<file path="config.mk">
export PLATFORM = sky130hd
export DESIGN_NAME = com_bus_arbiter_i_flat
export DESIGN_NICKNAME = d
export VERILOG_FILES = /design/src/rtl/com_bus_arbiter_i_pkg.sv /design/src/rtl/com_bus_arbiter_i_if.sv /design/src/rtl/com_bus_arbiter_i_rr_pick_4.sv /design/src/rtl/com_bus_arbiter_i.sv /design/src/flat_wrapper.sv
export SDC_FILE = /design/constraint.sdc
export NUM_CORES = 1
export LEC_CHECK = 0
export ABC_CLOCK_PERIOD_IN_PS = 4300
export CAP_MARGIN = 15
export CORE_ASPECT_RATIO = 1.25
export CORE_MARGIN = 10
export CORE_UTILIZATION = 25
export DETAILED_ROUTE_END_ITERATION = 12
export DONT_BUFFER_PORTS = 1
export PLACE_DENSITY_LB_ADDON = 0.1
export SLEW_MARGIN = 0
export SYNTH_ARGS = -nofsm -noshare
export SYNTH_HDL_FRONTEND = slang
export SYNTH_SLANG_ARGS = --single-unit
</file>
<file path="constraint.sdc">
create_clock -name clk -period 4.3 [get_ports clk]
set_clock_uncertainty 0.05 [all_clocks]
set_input_delay 1.29 -clock clk [delete_from_list [all_inputs] [get_ports clk]]
set_output_delay 1.29 -clock clk [all_outputs]
set_load 0.03 [all_outputs]
</file>
<file path="src/rtl/com_bus_arbiter_i_pkg.sv">
// Shared cache definitions for the instruction-side common bus arbiter:
// core count, owner-id width, FSM state encoding and a one-hot helper.
package com_bus_arbiter_i_pkg;

    localparam int unsigned NUM_CORES = 4;
    localparam int unsigned ID_W      = 2;

    typedef logic [ID_W-1:0] core_id_t;

    typedef enum logic [1:0] {
        StIdle     = 2'd0,
        StGntSnoop = 2'd1,
        StGntProc  = 2'd2,
        StTurn     = 2'd3
    } arb_state_e;

    function automatic logic [NUM_CORES-1:0] id_to_onehot(core_id_t id);
        logic [NUM_CORES-1:0] oh;
        oh     = '0;
        oh[id] = 1'b1;
        return oh;
    endfunction

endpackage

</file>
<file path="src/rtl/com_bus_arbiter_i_if.sv">
// Request/grant bundle between the four instruction caches and the common-bus
// arbiter. The arbiter uses the master modport, the caches the slave modport.
interface com_bus_arbiter_i_if;
    import com_bus_arbiter_i_pkg::*;

    logic [NUM_CORES-1:0] Com_Bus_Req_proc;
    logic [NUM_CORES-1:0] Com_Bus_Req_snoop;
    logic [NUM_CORES-1:0] Com_Bus_Gnt_proc;
    logic [NUM_CORES-1:0] Com_Bus_Gnt_snoop;
    core_id_t             Gnt_id;
    logic                 Bus_busy;
    logic                 Bus_timeout;

    modport master (
        input  Com_Bus_Req_proc,
        input  Com_Bus_Req_snoop,
        output Com_Bus_Gnt_proc,
        output Com_Bus_Gnt_snoop,
        output Gnt_id,
        output Bus_busy,
        output Bus_timeout
    );

    modport slave (
        output Com_Bus_Req_proc,
        output Com_Bus_Req_snoop,
        input  Com_Bus_Gnt_proc,
        input  Com_Bus_Gnt_snoop,
        input  Gnt_id,
        input  Bus_busy,
        input  Bus_timeout
    );

endinterface

</file>
<file path="src/rtl/com_bus_arbiter_i_rr_pick_4.sv">
// Combinational 4-way round-robin picker: first set request at or after the
// pointer, wrapping 3->0.
module rr_pick_4
    import com_bus_arbiter_i_pkg::*;
(
    input  logic [NUM_CORES-1:0] req_i,
    input  core_id_t             ptr_i,
    output logic                 valid_o,
    output core_id_t             winner_o
);

    core_id_t idx;

    always_comb begin
        valid_o  = |req_i;
        winner_o = ptr_i;
        idx      = '0;
        // Walk from the farthest offset down so the nearest request wins last.
        for (int k = NUM_CORES - 1; k >= 0; k--) begin
            idx = ptr_i + core_id_t'(k);
            if (req_i[idx]) begin
                winner_o = idx;
            end
        end
    end

endmodule

</file>
<file path="src/rtl/com_bus_arbiter_i.sv">
// Common-bus arbiter for the four instruction caches: snoop over proc priority,
// per-class round robin, one-cycle turnaround. Forced release: COM_BUS_ARB_TIMEOUT_EN.
module com_bus_arbiter_i
    import com_bus_arbiter_i_pkg::*;
#(
    parameter int unsigned MAX_HOLD = 16
) (
    input logic                 clk,
    input logic                 rst,
    com_bus_arbiter_i_if.master bus_io
);

    if (NUM_CORES != 4) begin : g_core_check
        $error("com_bus_arbiter_i is built for exactly 4 cores");
    end
    if (MAX_HOLD < 2) begin : g_hold_check
        $error("com_bus_arbiter_i needs MAX_HOLD >= 2");
    end

    arb_state_e           state_q, state_d;
    core_id_t             ptr_snoop_q, ptr_snoop_d;
    core_id_t             ptr_proc_q, ptr_proc_d;
    core_id_t             owner_q, owner_d;
    logic [NUM_CORES-1:0] gnt_snoop_q, gnt_snoop_d;
    logic [NUM_CORES-1:0] gnt_proc_q, gnt_proc_d;

    logic                 snoop_vld, proc_vld;
    core_id_t             snoop_win, proc_win;
    logic                 hold_expired;

    rr_pick_4 u_pick_snoop (
        .req_i    (bus_io.Com_Bus_Req_snoop),
        .ptr_i    (ptr_snoop_q),
        .valid_o  (snoop_vld),
        .winner_o (snoop_win)
    );

    rr_pick_4 u_pick_proc (
        .req_i    (bus_io.Com_Bus_Req_proc),
        .ptr_i    (ptr_proc_q),
        .valid_o  (proc_vld),
        .winner_o (proc_win)
    );

`ifdef COM_BUS_ARB_TIMEOUT_EN
    localparam int unsigned CntW = (MAX_HOLD > 2) ? $clog2(MAX_HOLD) : 1;
    localparam logic [CntW-1:0] HoldLast = CntW'(MAX_HOLD - 1);

    logic [CntW-1:0]      hold_cnt_q, hold_cnt_d;
    logic                 timeout_q;
    logic                 granted;
    logic [NUM_CORES-1:0] owner_oh;
    logic                 other_snoop_req, other_proc_req;

    assign granted  = (state_q == StGntSnoop) || (state_q == StGntProc);
    assign owner_oh = id_to_onehot(owner_q);

    // Competing demand excludes only the owner's own same-class request.
    assign other_snoop_req = (state_q == StGntSnoop) ?
                             |(bus_io.Com_Bus_Req_snoop & ~owner_oh) : |bus_io.Com_Bus_Req_snoop;
    assign other_proc_req  = (state_q == StGntProc) ?
                             |(bus_io.Com_Bus_Req_proc & ~owner_oh) : |bus_io.Com_Bus_Req_proc;

    assign hold_expired = granted && (hold_cnt_q == HoldLast) &&
                          (other_snoop_req || other_proc_req);

    always_comb begin
        hold_cnt_d = '0;
        if (granted) begin
            hold_cnt_d = (hold_cnt_q == HoldLast) ? hold_cnt_q : hold_cnt_q + CntW'(1);
        end
    end

    always_ff @(posedge clk) begin
        if (rst) begin
            hold_cnt_q <= '0;
            timeout_q  <= 1'b0;
        end else begin
            hold_cnt_q <= hold_cnt_d;
            timeout_q  <= hold_expired;
        end
    end

    assign bus_io.Bus_timeout = timeout_q;
`else
    assign hold_expired       = 1'b0;
    assign bus_io.Bus_timeout = 1'b0;
`endif

    always_comb begin
        state_d     = state_q;
        ptr_snoop_d = ptr_snoop_q;
        ptr_proc_d  = ptr_proc_q;
        owner_d     = owner_q;
        gnt_snoop_d = gnt_snoop_q;
        gnt_proc_d  = gnt_proc_q;

        case (state_q)
            // TURN arbitrates like IDLE so the gap between owners is one cycle.
            StIdle, StTurn: begin
                gnt_snoop_d = '0;
                gnt_proc_d  = '0;
                state_d     = StIdle;
                if (snoop_vld) begin
                    state_d     = StGntSnoop;
                    owner_d     = snoop_win;
                    gnt_snoop_d = id_to_onehot(snoop_win);
                end else if (proc_vld) begin
                    state_d    = StGntProc;
                    owner_d    = proc_win;
                    gnt_proc_d = id_to_onehot(proc_win);
                end
            end
            StGntSnoop: begin
                if (!bus_io.Com_Bus_Req_snoop[owner_q] || hold_expired) begin
                    state_d     = StTurn;
                    gnt_snoop_d = '0;
                    ptr_snoop_d = owner_q + core_id_t'(1);
                end
            end
            StGntProc: begin
                if (!bus_io.Com_Bus_Req_proc[owner_q] || hold_expired) begin
                    state_d    = StTurn;
                    gnt_proc_d = '0;
                    ptr_proc_d = owner_q + core_id_t'(1);
                end
            end
            default: begin
                state_d     = StIdle;
                gnt_snoop_d = '0;
                gnt_proc_d  = '0;
            end
        endcase
    end

    always_ff @(posedge clk) begin
        if (rst) begin
            state_q     <= StIdle;
            ptr_snoop_q <= '0;
            ptr_proc_q  <= '0;
            owner_q     <= '0;
            gnt_snoop_q <= '0;
            gnt_proc_q  <= '0;
        end else begin
            state_q     <= state_d;
            ptr_snoop_q <= ptr_snoop_d;
            ptr_proc_q  <= ptr_proc_d;
            owner_q     <= owner_d;
            gnt_snoop_q <= gnt_snoop_d;
            gnt_proc_q  <= gnt_proc_d;
        end
    end

    assign bus_io.Com_Bus_Gnt_snoop = gnt_snoop_q;
    assign bus_io.Com_Bus_Gnt_proc  = gnt_proc_q;
    assign bus_io.Gnt_id            = owner_q;
    assign bus_io.Bus_busy          = |{gnt_snoop_q, gnt_proc_q};

endmodule

</file>
<file path="src/flat_wrapper.sv">
// flat-port wrapper written by rule: the top's interface ports become plain ports
module com_bus_arbiter_i_flat import com_bus_arbiter_i_pkg::*;
#(
    parameter int unsigned MAX_HOLD = 16
)
  (clk, rst, bus_io_Com_Bus_Req_proc, bus_io_Com_Bus_Req_snoop, bus_io_Com_Bus_Gnt_proc, bus_io_Com_Bus_Gnt_snoop, bus_io_Gnt_id, bus_io_Bus_busy, bus_io_Bus_timeout);
  com_bus_arbiter_i_if bus_io_i ();
  input logic clk;
  input logic rst;
  input wire logic [$bits(bus_io_i.Com_Bus_Req_proc)-1:0] bus_io_Com_Bus_Req_proc;
  input wire logic [$bits(bus_io_i.Com_Bus_Req_snoop)-1:0] bus_io_Com_Bus_Req_snoop;
  output wire logic [$bits(bus_io_i.Com_Bus_Gnt_proc)-1:0] bus_io_Com_Bus_Gnt_proc;
  output wire logic [$bits(bus_io_i.Com_Bus_Gnt_snoop)-1:0] bus_io_Com_Bus_Gnt_snoop;
  output wire logic [$bits(bus_io_i.Gnt_id)-1:0] bus_io_Gnt_id;
  output wire logic [$bits(bus_io_i.Bus_busy)-1:0] bus_io_Bus_busy;
  output wire logic [$bits(bus_io_i.Bus_timeout)-1:0] bus_io_Bus_timeout;
  assign bus_io_i.Com_Bus_Req_proc = bus_io_Com_Bus_Req_proc;
  assign bus_io_i.Com_Bus_Req_snoop = bus_io_Com_Bus_Req_snoop;
  assign bus_io_Com_Bus_Gnt_proc = bus_io_i.Com_Bus_Gnt_proc;
  assign bus_io_Com_Bus_Gnt_snoop = bus_io_i.Com_Bus_Gnt_snoop;
  assign bus_io_Gnt_id = bus_io_i.Gnt_id;
  assign bus_io_Bus_busy = bus_io_i.Bus_busy;
  assign bus_io_Bus_timeout = bus_io_i.Bus_timeout;
  com_bus_arbiter_i #(.MAX_HOLD(MAX_HOLD)) u_core (.clk(clk), .rst(rst), .bus_io(bus_io_i));
endmodule
</file>
Run 1, gate families picked out:
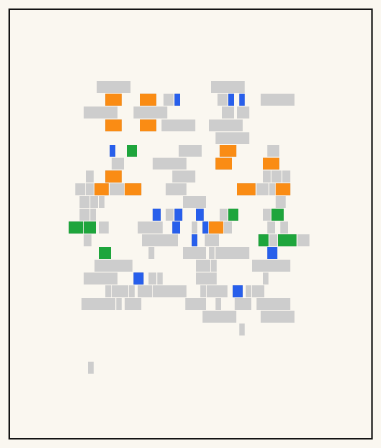
color	family	cells	most used
blue	nand cells	13	nand2_1
orange	non-inverting ao/oa cells	13	a32o_1
green	and/or cells	8	or4_1
logic share of the area: 0.583
most used logic cell in the final layout: dfxtp_1
final non-filler cell total: 169

Run 1, M2 wires:
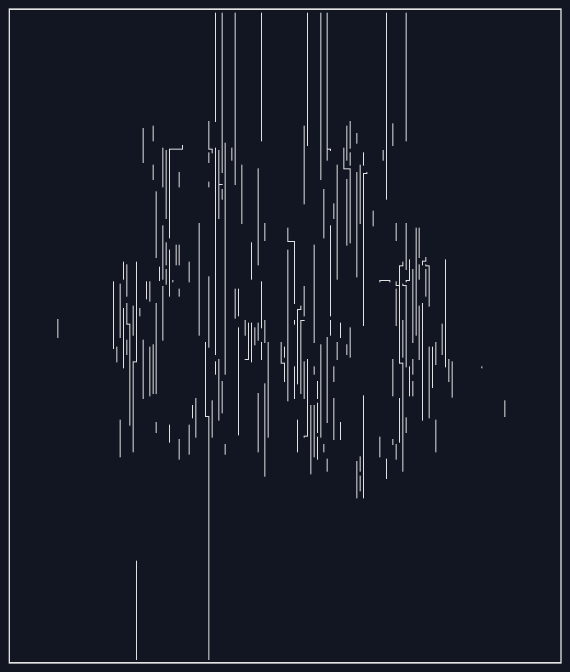
main direction	vertical
share of all routed wire	49%
nets with wire on the layer	110
final WL: 2.61 mm
GR Util met2: 0.125

Run 1, signal wires by layer:
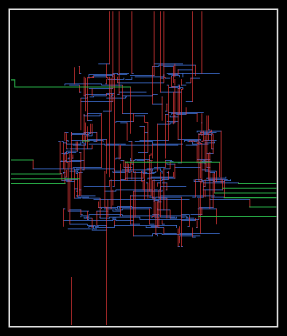
color	layer	wire length
blue	metal 1	1,110 um
red	metal 2	1,280 um
green	metal 3	209 um
GRT Total Usage: 0.0720
vias: 867

Run 1, placement density heat map:
The die is cut into 8 by 9 equal tiles; white is low, dark blue is high, 0 to 100% covered.
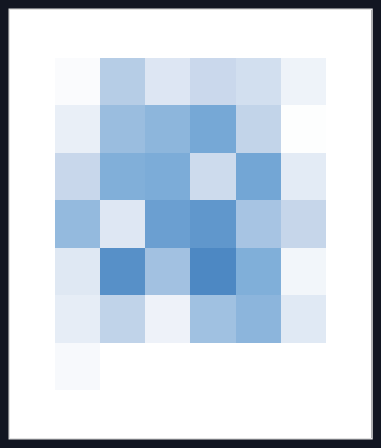
mean over tiles	15%
fullest tile	64%
emptiest ninth of the die	lower left
densest ninth of the die	center
nearly empty tiles	50%
fp_density: 0.264
Util after Layout: 0.293

## run 1: routing by layer
layer / global-route usage / share of wire
met2: 0.125 / 0.49
met4: 0.0137 / 0
met3: 0.0325 / 0.080
met1: 0.0797 / 0.43
met5: 0 / 0
## run 1: state kept, by name, summed over array words and instances, names as in the netlist
| register | cells |
|---|---|
| u_core.bus_io.Com_Bus_Gnt_snoop | 4 |
| u_core.bus_io.Com_Bus_Gnt_proc | 4 |
| u_core.ptr_proc_q | 2 |
| u_core.state_q | 2 |
| u_core.bus_io.Gnt_id | 2 |
| u_core.ptr_snoop_q | 2 |
## run 1: worst min-delay path: stages (launching register included)
cell and delay, ns:
dfxtp_1 0.33, inv_1 0.08, a211oi_1 0.06
==> flow_summary.ini, run 1 <==
; yosys + openroad results
[status]
status = finished clean

[clock_tree]
clk_latency_ns = 0.25
cts_htree_levels = 1

[setup_path]
endpoint = bus_io_Bus_busy
timing.rr.start = u_core.bus_io.Gnt_id[1]
rrSetupSlack_ns = 2.28
critPathSlowestCell = dfxtp_1
cp-end-kind = primary output

[placed_design]
place_inst = 165

[pwr]
p_leak_nw = 0.427
p_clk_frac = 0.260
power-top-group = sequential cells

[flow_run]
drv_cap = 0
warnings = 27

[finish]
nClkBuffers = 4
mostFrequentLayoutCells = 16 x dfxtp_1, 9 x nor2_1, 7 x inv_1
nFillCells = 433
non_clock_inverter_count = 7

[logic_synthesis]
yosysTopAreaCellShare = 0.316
ff_type = dfxtp_1
synth-edff-count = 0
synth_xor_xnor_area_share = 0.00863

[final_timing]
finalMaxSlewViolations = 0
hold_violations = 0
layout_setup_ws_ns = 1.69
post-route-min-period_ns = 2.61

[global_route]
grt_overflow = 0
grt_pass1_vias = 827

[detailed_routing]
drtPass1Iterations = 4
drt_iter0_drc = 15

[worst_hold_path]
hold_start = u_core.ptr_snoop_q[0]
hold_class = flip-flop to flip-flop

[floorplanning]
io_pins = 22
core_sq_mm = 0.00385
==> run 2: changes to the inputs <==
Settings changed: ABC_CLOCK_PERIOD_IN_PS 4300 to 2200.
Clock period 4.3 ns to 2.2 ns, I/O delays scaled along.
Run 2, routing congestion:
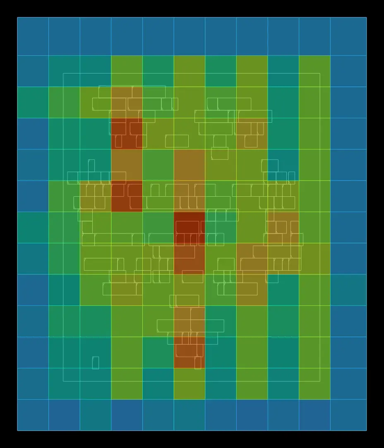
Global Route met3 Usage: 0.0296
GRT busiest layer: met2
WL/cell: 15.2 um

Run 2, gate families picked out:
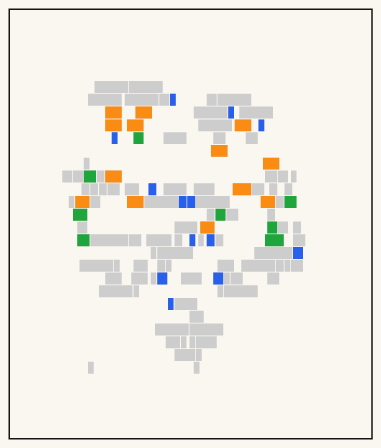
color	family	cells	most used
orange	non-inverting ao/oa cells	13	a32o_1
green	and/or cells	8	or4_1
blue	nand cells	13	nand2_1
logic share of the area: 0.568
final non-filler cell total: 173

==> run 2 against run 1 <==
Compared with the run above:
- worst hold slack got worse by 0.045 ns
- sequential power up 88%
- clock power grew 98%
- combinational power grew 110%
- global-route usage is 0.48 points higher
- synthesized area unchanged
- sequential share of layout area decreased by 0.74 points
- non-clock buffer count grew 4
- count of clock-buffer cells in the layout did not move
- die area stayed put
- sequential cell count did not move
- largest cell class unchanged
- highest routed layer is now met4
==> flow_summary.ini, run 2 <==
; yosys + openroad results
[clock_tree]
clk_latency_ns = 0.25
cts_htree_levels = 1

[worst_hold_path]
hold_start = rst
hold_class = input pin to flip-flop

[setup_path]
timing.rr.start = u_core.bus_io.Gnt_id[1]
crit_fanout = 3
critPathSlowestCell = dfxtp_1
cp-end-kind = primary output
endpoint = bus_io_Bus_busy
rrSetupSlack_ns = 0.41

[floorplanning]
chip_area_sq_mm = 0.00702
io_pins = 22
initCoreUtil = 0.264
core_sq_mm = 0.00385

[flow_run]
warnings = 27
drv_cap = 0

[pwr]
p_leak_nw = 0.449
p_clk_frac = 0.261
vdd_drop_max_v = 0.000270
power-top-group = sequential cells
switchingPower_w = 0.000387

[detailed_routing]
drt_iter0_drc = 23
drtPass1Iterations = 4

[logic_synthesis]
yosys-stat-area_sq_mm = 0.00101
synth-edff-count = 0
yosysTopAreaCellShare = 0.316
ff_type = dfxtp_1

[final_timing]
layout_setup_ws_ns = 0.222
post-route-min-period_ns = 1.98
tns_ns = 0
finalMaxSlewViolations = 0

[finish]
mostFrequentLayoutCells = 16 x dfxtp_1, 9 x nor2_1, 7 x inv_1
nFillCells = 412
logic_area_sq_um = 657
lay_top_count = dfxtp_1
seq_area_sq_um = 320

[global_route]
grt_overflow = 0
grt_pass1_vias = 914

[status]
status = finished clean
Run 2, signal wires by layer:
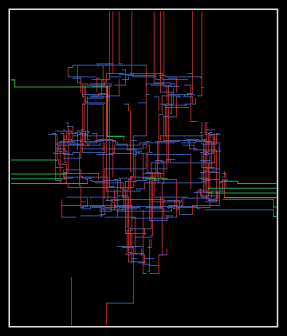
color	layer	wire length
green	metal 3	178 um
orange	metal 4	14.3 um
blue	metal 1	1,150 um
red	metal 2	1,290 um
vias: 882
final WL: 2.63 mm
GRT Total Usage: 0.0768

[run 2: through the flow]
stage	cells	cell area [sq um]	util	hold WS (ns)	power, W
after floorplan	113	1010	-	0.414	0.000679
after global placement	169	1100	0.286	0.449	0.000760
after detailed placement	169	1100	0.286	0.453	0.000760
after CTS	173	1160	0.300	0.419	0.00102
after global routing	173	1160	0.300	0.413	0.00108
final	173	1160	0.300	0.423	0.00101
[run 2: routing by layer]
metal,up-vias,global-route usage,share of wire
met5,-,0,0
met4,0,0.0274,0.0053
met3,2,0.0296,0.068
met2,16,0.138,0.49
met1,414,0.0792,0.44
li1,450,-,-
[run 2: layout make-up]
type	count	area share
flip-flops and latches	16	0.277
multi-input cells	88	0.568
well taps	54	0.0584
clock buffers	4	0.0476
repair buffers	4	0.0260
inverters	7	0.0227
Power and IR drop assume default switching activity.
